Figure 1. Placed cells, one color a class.
Fill, decap, tap and diode cells in gray.
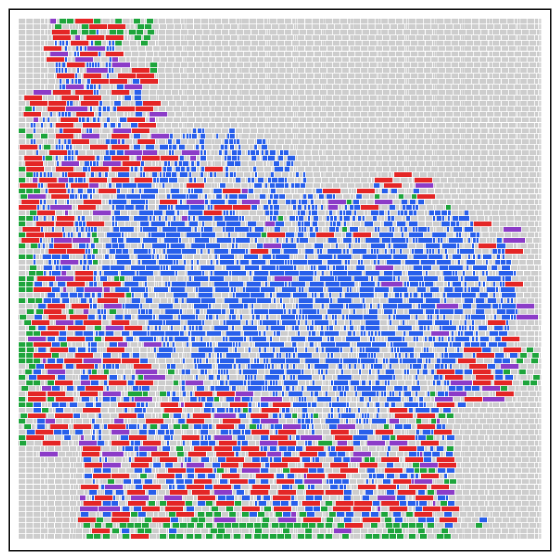
Figure 2. Port wiring.
Bar = 100 µm.
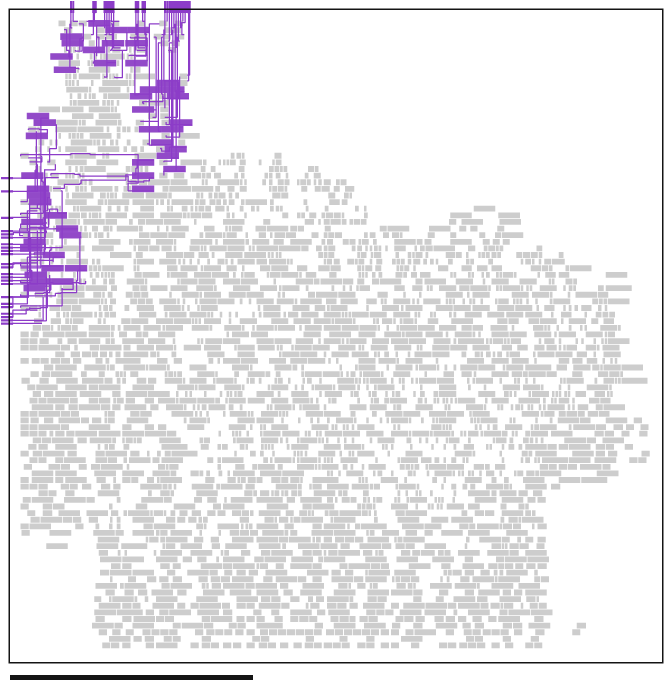
Figure 3. Routed metal per tile.
27 x 27 tiles, from dark blue (low) to red (high), scaled to the fullest tile. Values are wire area over tile area, all layers added.
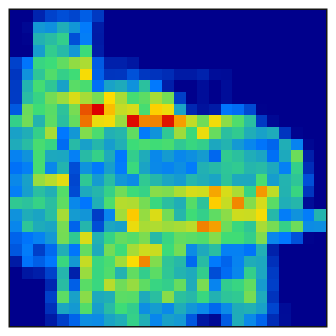
Figure 4. Supply network.
Bar = 100 µm. Pins as bars on the die edge. Tap cells in gray.
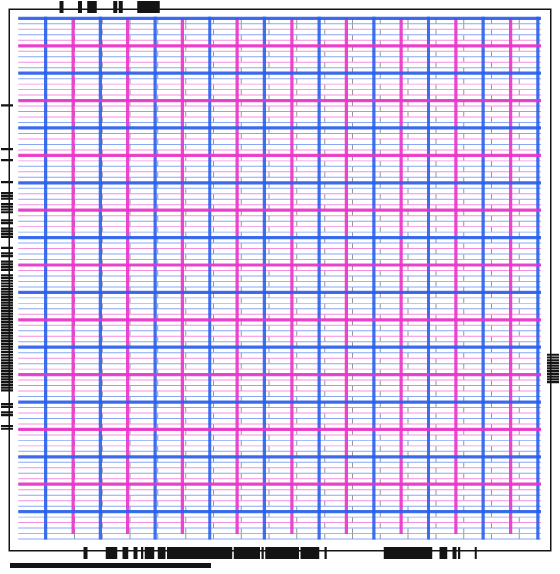
Figure 5. Cell outlines without signal wires.
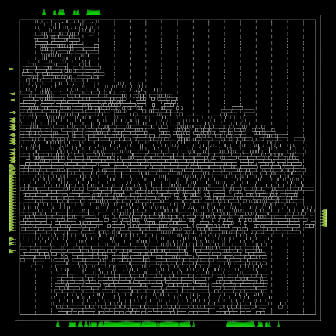
$ cat config.mk
export PLATFORM = sky130hd
export DESIGN_NAME = dense_backprop_calculator
export DESIGN_NICKNAME = d
export VERILOG_FILES = /design/src/rtl/dense_backprop_calculator_pkg.sv /design/src/rtl/dense_backprop_calculator_mac.sv /design/src/rtl/dense_backprop_calculator.sv
export SDC_FILE = /design/constraint.sdc
export NUM_CORES = 2
export LEC_CHECK = 0
export ABC_AREA = 0
export CORE_MARGIN = 4
export CORE_UTILIZATION = 37
export CTS_CLUSTER_DIAMETER = 30
export DETAILED_ROUTE_END_ITERATION = 10
export PLACE_DENSITY = 0.64
export SYNTH_ARGS = -nofsm -noshare
export SYNTH_HDL_FRONTEND = slang
export SYNTH_SLANG_ARGS = --single-unit
$ cat constraint.sdc
create_clock -name clk -period 16.2 [get_ports clk]
set_input_delay 4.86 -clock clk [delete_from_list [all_inputs] [get_ports clk]]
set_output_delay 4.86 -clock clk [all_outputs]
set_load 0.01 [all_outputs]
$ cat src/rtl/dense_backprop_calculator_pkg.sv
// Shared definitions for the dense backprop stage: FSM encoding and
// fixed-point helpers (fraction bits, saturation bounds).
package dense_backprop_calculator_pkg;

    typedef enum logic [1:0] {
        IDLE = 2'd0,
        MAC  = 2'd1,
        DONE = 2'd2
    } state_t;

    // Number of fraction bits for a Q(n/2).(n/2) value of width data_size
    function automatic int frac_bits(input int data_size);
        return data_size / 2;
    endfunction

    // Largest representable signed value of width data_size
    function automatic longint sat_max(input int data_size);
        return (longint'(1) <<< (data_size - 1)) - 1;
    endfunction

    // Smallest representable signed value of width data_size
    function automatic longint sat_min(input int data_size);
        return -(longint'(1) <<< (data_size - 1));
    endfunction

endpackage

$ cat src/rtl/dense_backprop_calculator_mac.sv
// Combinational fixed-point MAC: full-width product added to a wide
// accumulator, plus the shifted and saturated element value that the
// accumulator-plus-product would produce if this were the last term.
module fixed_mac_sat
    import dense_backprop_calculator_pkg::*;
#(
    parameter int data_size = 16,
    parameter int acc_width = 35
) (
    input  logic signed [data_size-1:0] a,
    input  logic signed [data_size-1:0] b,
    input  logic signed [acc_width-1:0] acc_in,
    output logic signed [acc_width-1:0] acc_next,
    output logic signed [data_size-1:0] result
);

    localparam int FRAC_BITS = frac_bits(data_size);
    localparam logic signed [acc_width-1:0] MAX_VAL = acc_width'(sat_max(data_size));
    localparam logic signed [acc_width-1:0] MIN_VAL = acc_width'(sat_min(data_size));

    logic signed [2*data_size-1:0] product;
    logic signed [acc_width-1:0]   shifted;

    // Multiply, accumulate unshifted, then floor-shift and clamp the total
    always_comb begin
        product  = a * b;
        acc_next = acc_in + acc_width'(product);
        shifted  = acc_next >>> FRAC_BITS;
        if (shifted > MAX_VAL) begin
            result = MAX_VAL[data_size-1:0];
        end else if (shifted < MIN_VAL) begin
            result = MIN_VAL[data_size-1:0];
        end else begin
            result = shifted[data_size-1:0];
        end
    end

endmodule

$ cat src/rtl/dense_backprop_calculator.sv
// Computes dC/da of the previous layer: diff_dense[j] = sum_i W[i][j]*dz[i],
// using one time-multiplexed MAC (i inner, j outer). The result vector is
// published atomically when the run finishes.
module dense_backprop_calculator
    import dense_backprop_calculator_pkg::*;
#(
    parameter int data_size = 16,
    parameter int size      = 3,
    parameter int prev_size = 3
) (
    input  logic                                  clk,
    input  logic                                  rst,
    input  logic                                  start,
    input  logic [data_size*size-1:0]             diff_z_to_z,
    input  logic [data_size*size*prev_size-1:0]   weights,
    output logic [data_size*prev_size-1:0]        diff_dense,
    output logic                                  busy,
    output logic                                  done
);

    localparam int ACC_W = 2*data_size + $clog2(size) + 1;
    localparam int I_W   = (size > 1) ? $clog2(size) : 1;
    localparam int J_W   = (prev_size > 1) ? $clog2(prev_size) : 1;
    localparam logic [I_W-1:0] I_LAST = I_W'(size - 1);
    localparam logic [J_W-1:0] J_LAST = J_W'(prev_size - 1);

    state_t state, next_state;
    logic   load;

    logic [I_W-1:0]             i_cnt;
    logic [J_W-1:0]             j_cnt;
    logic signed [ACC_W-1:0]    acc, acc_next;
    logic signed [data_size-1:0] op_z [size];
    logic signed [data_size-1:0] op_w [size][prev_size];
    logic signed [data_size-1:0] shadow [prev_size];
    logic signed [data_size-1:0] dense_reg [prev_size];
    logic signed [data_size-1:0] cur_z, cur_w, mac_result;

    // Select the operand pair for the current (i, j) step
    always_comb begin
        cur_z = op_z[i_cnt];
        cur_w = op_w[i_cnt][j_cnt];
    end

    fixed_mac_sat #(
        .data_size (data_size),
        .acc_width (ACC_W)
    ) u_mac (
        .a        (cur_w),
        .b        (cur_z),
        .acc_in   (acc),
        .acc_next (acc_next),
        .result   (mac_result)
    );

    // State register
    always_ff @(posedge clk or posedge rst) begin
        if (rst) begin
            state <= IDLE;
        end else begin
            state <= next_state;
        end
    end

    // Next state and status outputs; a start in DONE chains straight into a new run
    always_comb begin
        next_state = state;
        load       = 1'b0;
        busy       = 1'b0;
        done       = 1'b0;
        case (state)
            IDLE: begin
                if (start) begin
                    load       = 1'b1;
                    next_state = MAC;
                end
            end
            MAC: begin
                busy = 1'b1;
                if (i_cnt == I_LAST && j_cnt == J_LAST) begin
                    next_state = DONE;
                end
            end
            DONE: begin
                busy = 1'b1;
                done = 1'b1;
                if (start) begin
                    load       = 1'b1;
                    next_state = MAC;
                end else begin
                    next_state = IDLE;
                end
            end
            default: next_state = IDLE;
        endcase
    end

    // Operand capture, counters, accumulator, shadow results and published output
    always_ff @(posedge clk or posedge rst) begin
        if (rst) begin
            i_cnt <= '0;
            j_cnt <= '0;
            acc   <= '0;
            for (int ii = 0; ii < size; ii++) begin
                op_z[ii] <= '0;
                for (int jj = 0; jj < prev_size; jj++) begin
                    op_w[ii][jj] <= '0;
                end
            end
            for (int jj = 0; jj < prev_size; jj++) begin
                shadow[jj]    <= '0;
                dense_reg[jj] <= '0;
            end
        end else if (load) begin
            i_cnt <= '0;
            j_cnt <= '0;
            acc   <= '0;
            for (int ii = 0; ii < size; ii++) begin
                op_z[ii] <= diff_z_to_z[data_size*(size-ii)-1 -: data_size];
                for (int jj = 0; jj < prev_size; jj++) begin
                    op_w[ii][jj] <= weights[data_size*(size*prev_size-(ii*prev_size+jj))-1 -: data_size];
                end
            end
        end else if (state == MAC) begin
            if (i_cnt == I_LAST) begin
                shadow[j_cnt] <= mac_result;
                acc           <= '0;
                i_cnt         <= '0;
                if (j_cnt == J_LAST) begin
                    j_cnt <= '0;
                    for (int jj = 0; jj < prev_size; jj++) begin
                        dense_reg[jj] <= (jj == int'(j_cnt)) ? mac_result : shadow[jj];
                    end
                end else begin
                    j_cnt <= j_cnt + 1'b1;
                end
            end else begin
                acc   <= acc_next;
                i_cnt <= i_cnt + 1'b1;
            end
        end
    end

    // Pack the published vector, element 0 in the most significant slot
    always_comb begin
        diff_dense = '0;
        for (int jj = 0; jj < prev_size; jj++) begin
            diff_dense[data_size*(prev_size-jj)-1 -: data_size] = dense_reg[jj];
        end
    end

endmodule

==> impl_metrics.toml <==
# physical design summary
[status]
status = "finished, final reports clean"

[logic_synthesis]
simple_gate_share_pct = 10.1
async_flop_share_pct = 100
ys_sh_xor_pct = 1.19
syn_inst = 2419
ys_top_cells_by_count = "351 x inv_1, 313 x dfrtp_1, 310 x fa_1, 310 x nand2_1, 195 x mux2_2"

[cts]
clock_latency_ns = 0.62
cts_tree = "done"
path_clk_slew_ns = 0.05
root_buffer = "clkbuf_16"
cts_hold_buffers = 0

[global_route]
grtUsageMet2_pct = 35.0
met1_usage_pct = 24.6
grt_pass1_wl_mm = 112
gr-total-overflow = 0
grt_max_degree = 180

[hold_path]
hp-start = "shadow[16]$_DFFE_PP0P_"
hold_depth = 2

[setup_path]
cpMostUsedCell = "fa_1"
criticalPathCategory = "reg2reg"
r2r-start = "i_cnt[1]$_DFFE_PP0P_"
path_buffers = 5

[final_layout]
syn2layout_area_growth_pct = 24.8

[final_timing]
worst_slew_pin_slew_ns = 1.36
skew_ns = 0.0595
fin_tns_setup_ns = 0

[placed_design]
dp_hpwl_mm = 53.4

[route]
ant_nets = 0
wl_met2_mm = 35.6
vias_per_cell = 5.16
Back to the opening pictures, Figure 1:
- red: registers (cells 313; share of their area 26%)
- green: remaining buffers and delay cells (cells 280; share of their area 9.1%)
- purple: clock drivers and dummy loads (cells 135; share of their area 9.2%)
- blue: remaining logic cells (cells 1987; share of their area 56%)

Back to the opening pictures, Figure 2:
- purple: diff_dense (direction output; end cells 48; wire 2270 µm)

Back to the opening pictures, Figure 3:
- emptiest ninth of the die: north-east
- fullest tile: 0.51
- nearly empty tiles: 26%
- mean over tiles: 0.15

Back to the opening pictures, Figure 4:
- magenta: VDD
- blue: VSS
- met5 straps: 19
- rows: 95

Back to the opening pictures, Figure 5:
fraction of area in registers: 25.1%
Final Core Density: 46.5%
fill count: 6207
Cell Count, Final, Fillers Out: 3591

[placed cells by master, fill, tap and decap left out, types with 75 or more instances in the layout]
cell and count:
o21ai_0 79, a21oi_1 79, nor2_1 158, dfrtp_1 311, nand2_1 310, clkbuf_16 75
ha_1 109, mux2_2 195, fa_1 310, inv_1 350, clkdlybuf4s50_1 244
[through the flow]
stage / std cells / setup WS, ns
detailed placement: 3453 / 5.64
floorplan: 2419 / 2.68
global placement: 3453 / 6.00
finish: 3591 / 5.51
global route: 3590 / 4.79
CTS: 3588 / 5.63
[layout make-up]
type	instances	area [µm²]	area share, %
antenna	3	7.51	0.0241
clock buffer	92	2050	6.57
timing repair buffer	280	2740	8.77
sequential	313	7840	25.1
tap	873	1090	3.50
inverter	351	1330	4.25
clock inverter	43	733	2.35
multi-input combinational	1636	15400	49.4
